File: src/rtl/sar_search_4bit.sv
// MSB-first successive-approximation search driving an external comparator's b input.
// Latency k cycles on early equality at probe k, else WIDTH+1; start is taken only when idle.
module sar_search_4bit #(
  parameter int WIDTH = 4
) (
  input  logic             clk,
  input  logic             rst_n,
  input  logic             start,
  input  logic             agb,
  input  logic             aeb,
  input  logic             alb,
  output logic [WIDTH-1:0] trial,
  output logic             busy,
  output logic             done,
  output logic [WIDTH-1:0] result,
  output logic             found,
  output logic             err
);

  localparam int IW = (WIDTH > 1) ? $clog2(WIDTH) : 1;
  localparam logic [IW-1:0]    IDX_TOP = IW'(WIDTH - 1);
  localparam logic [WIDTH-1:0] ONE     = {{(WIDTH-1){1'b0}}, 1'b1};
  localparam logic [WIDTH-1:0] MSB     = ONE << (WIDTH - 1);

  typedef enum logic [1:0] {S_IDLE, S_PROBE, S_VERIFY} state_t;

  state_t           r_state;
  logic [IW-1:0]    r_i;
  logic [WIDTH-1:0] r_trial;
  logic [WIDTH-1:0] r_result;
  logic             r_busy;
  logic             r_done;
  logic             r_found;
  logic             r_err;

  logic             w_onehot;
  logic [WIDTH-1:0] w_bit_i;
  logic [WIDTH-1:0] w_kept;
  logic [WIDTH-1:0] w_next_probe;

  assign w_onehot = (agb & ~aeb & ~alb) | (~agb & aeb & ~alb) | (~agb & ~aeb & alb);
  assign w_bit_i  = ONE << r_i;
  // Keep the probed bit when target is above trial, drop it when below.
  assign w_kept       = agb ? r_trial : (r_trial & ~w_bit_i);
  assign w_next_probe = w_kept | (w_bit_i >> 1);

  always_ff @(posedge clk or negedge rst_n) begin
    if (!rst_n) begin
      r_state  <= S_IDLE;
      r_i      <= IDX_TOP;
      r_trial  <= '0;
      r_result <= '0;
      r_busy   <= 1'b0;
      r_done   <= 1'b0;
      r_found  <= 1'b0;
      r_err    <= 1'b0;
    end else begin
      r_done <= 1'b0;
      case (r_state)
        S_IDLE: begin
          if (start) begin
            r_result <= '0;
            r_found  <= 1'b0;
            r_err    <= 1'b0;
            r_i      <= IDX_TOP;
            r_trial  <= MSB;
            r_busy   <= 1'b1;
            r_state  <= S_PROBE;
          end
        end
        S_PROBE: begin
          if (!w_onehot) begin
            r_err    <= 1'b1;
            r_found  <= 1'b0;
            r_result <= r_trial;
            r_done   <= 1'b1;
            r_busy   <= 1'b0;
            r_state  <= S_IDLE;
          end else if (aeb) begin
            r_found  <= 1'b1;
            r_result <= r_trial;
            r_done   <= 1'b1;
            r_busy   <= 1'b0;
            r_state  <= S_IDLE;
          end else if (r_i != '0) begin
            r_trial <= w_next_probe;
            r_i     <= r_i - IW'(1);
          end else begin
            r_result <= w_kept;
            r_trial  <= w_kept;
            r_state  <= S_VERIFY;
          end
        end
        S_VERIFY: begin
          // A clean agb/alb here means an inconsistent comparator: not found, but no err.
          if (!w_onehot) begin
            r_err    <= 1'b1;
            r_found  <= 1'b0;
            r_result <= r_trial;
          end else begin
            r_found <= aeb;
          end
          r_done  <= 1'b1;
          r_busy  <= 1'b0;
          r_state <= S_IDLE;
        end
        default: begin
          r_busy  <= 1'b0;
          r_state <= S_IDLE;
        end
      endcase
    end
  end

  assign trial  = r_trial;
  assign busy   = r_busy;
  assign done   = r_done;
  assign result = r_result;
  assign found  = r_found;
  assign err    = r_err;

endmodule

File: config.mk
export PLATFORM = sky130hd
export DESIGN_NAME = sar_search_4bit
export DESIGN_NICKNAME = d
export VERILOG_FILES = /design/src/rtl/sar_search_4bit.sv
export SDC_FILE = /design/constraint.sdc
export NUM_CORES = 1
export LEC_CHECK = 0
export CAP_MARGIN = 0
export CORE_ASPECT_RATIO = 1.4
export CORE_MARGIN = 1
export CORE_UTILIZATION = 25
export DETAILED_ROUTE_END_ITERATION = 12
export SLEW_MARGIN = 20
export SYNTH_ARGS = -nofsm -noshare
export SYNTH_HDL_FRONTEND = slang
export SYNTH_SLANG_ARGS = --single-unit
File: constraint.sdc
create_clock -name clk -period 6.05 [get_ports clk]
set_input_delay 1.815 -clock clk [delete_from_list [all_inputs] [get_ports clk]]
set_output_delay 1.815 -clock clk [all_outputs]
set_load 0.05 [all_outputs]
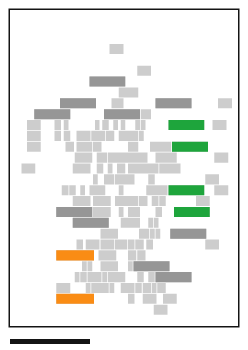
**Above:** register map, names as in the netlist.
The bar under the picture is 20 microns long. Other sequential cells in the stronger gray, the rest of the logic in the fainter gray.
orange -> r_i  # sequential cells 2
green -> result  # sequential cells 4, where right middle
not colored = 10

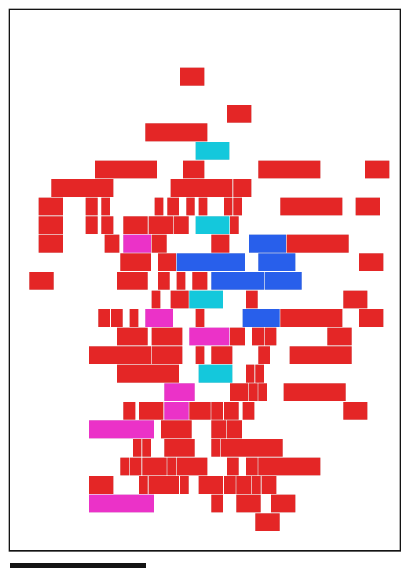
**Above:** cell sizes after repair.
The bar under the picture is 20 microns long.
blue -> _3 and _4 cells  # cells 6, share 4.9%
magenta -> _2 cells  # cells 7, share 5.7%
red -> _0 and _1 cells  # cells 106, share 86%
cyan -> _6 and larger  # cells 4, share 3.3%

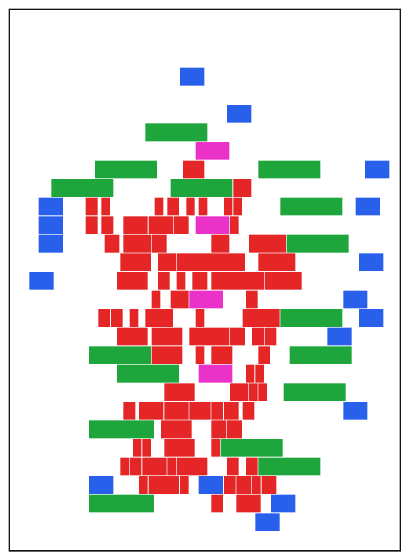
**Above:** placement by cell class.
green -> flops  # cells 16, share of their area 32%
magenta -> clock drivers and dummy loads  # cells 4, share of their area 4.3%
red -> combinational and other logic  # cells 86, share of their area 51%
blue -> other buffers and delay cells  # cells 17, share of their area 13%

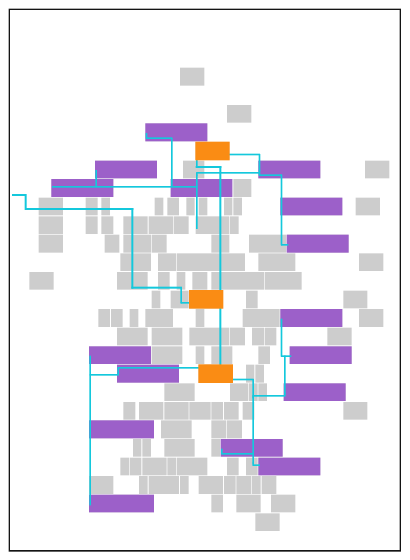
**Above:** clock distribution.
cyan -> clock wires  # length 242 microns
purple -> flip-flops  # count 16
orange -> clock drivers  # count 3
routed clock nets = 4

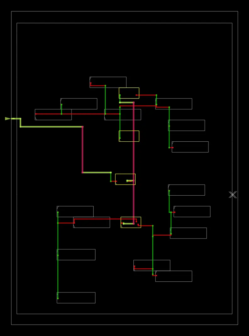
**Above:** clock nets.
Late-Pin Clk Latency: 250 ps
clk pwr: 0.0000959 W
clk_skew: 3.09 ps
number of clock buffers in the layout: 4
TritonCTS Buffers: 3

==> reports/qor.csv <==
stage,metric,value,unit
cts,Post-CTS Resized,0,
route,first drt pass iteration count,8,
route,Routed WL per cell,13.9,microns
yosys,# Cells Yosys,104,
cts,clock root cell,clkbuf_8,
setup_path,critical path type,in2reg,
status,failing checks,design-rule violations,
floorplanning,die area,0.00452,sq mm
sta,relative slew slack,0.509,
setup_path,RR Endpoint,result[3],
yosys,"Seq share, synth",0.379,
yosys,most common cell in the netlist,dfrtp_1,
placement,Post-DP Area,0.00127,sq mm
route,DRC Markers,2,
power_and_ir_drop,leakage power,0.576,nW
placement,Cells after DPL,162,
route,via-per-instance ratio,4.93,
sta,Tcrit/Tclk final,0.565,
power_and_ir_drop,register share of total power,0.267,
yosys,Dominant comb cell,AND-OR/OR-AND gates,
cts,clk slew on worst S/H paths,60,ps
cts,clk buf depth,2,
grt,GR met1 Demand/Resource,0.137,
sta,min Tclk post-route,3420,ps
setup_path,Worst path depth,5,
route,DR top layer,met4,
setup_path,Startpoint Class,primary input,
setup_path,CP cell instances,clkdlybuf4s50_1 > xor2_2 > nand2b_1 > a31oi_4 > mux2_4,
yosys,syn_area_per_cell,10.2,sq um
setup_path,Critical Path RT,6190,ps
grt,met2 Use GR,0.214,
layout,"commonest non-fill, non-tap cell in the layout",clkdlybuf4s50_1,
yosys,Post-Syn Nets,119,
yosys,xor/xnor share,0.0236,
layout,synthesis-to-finish area growth,24.9,%
status,outcome,"complete, but fails checks",
Power figures rest on the tool's default switching activity, not on a simulated workload.
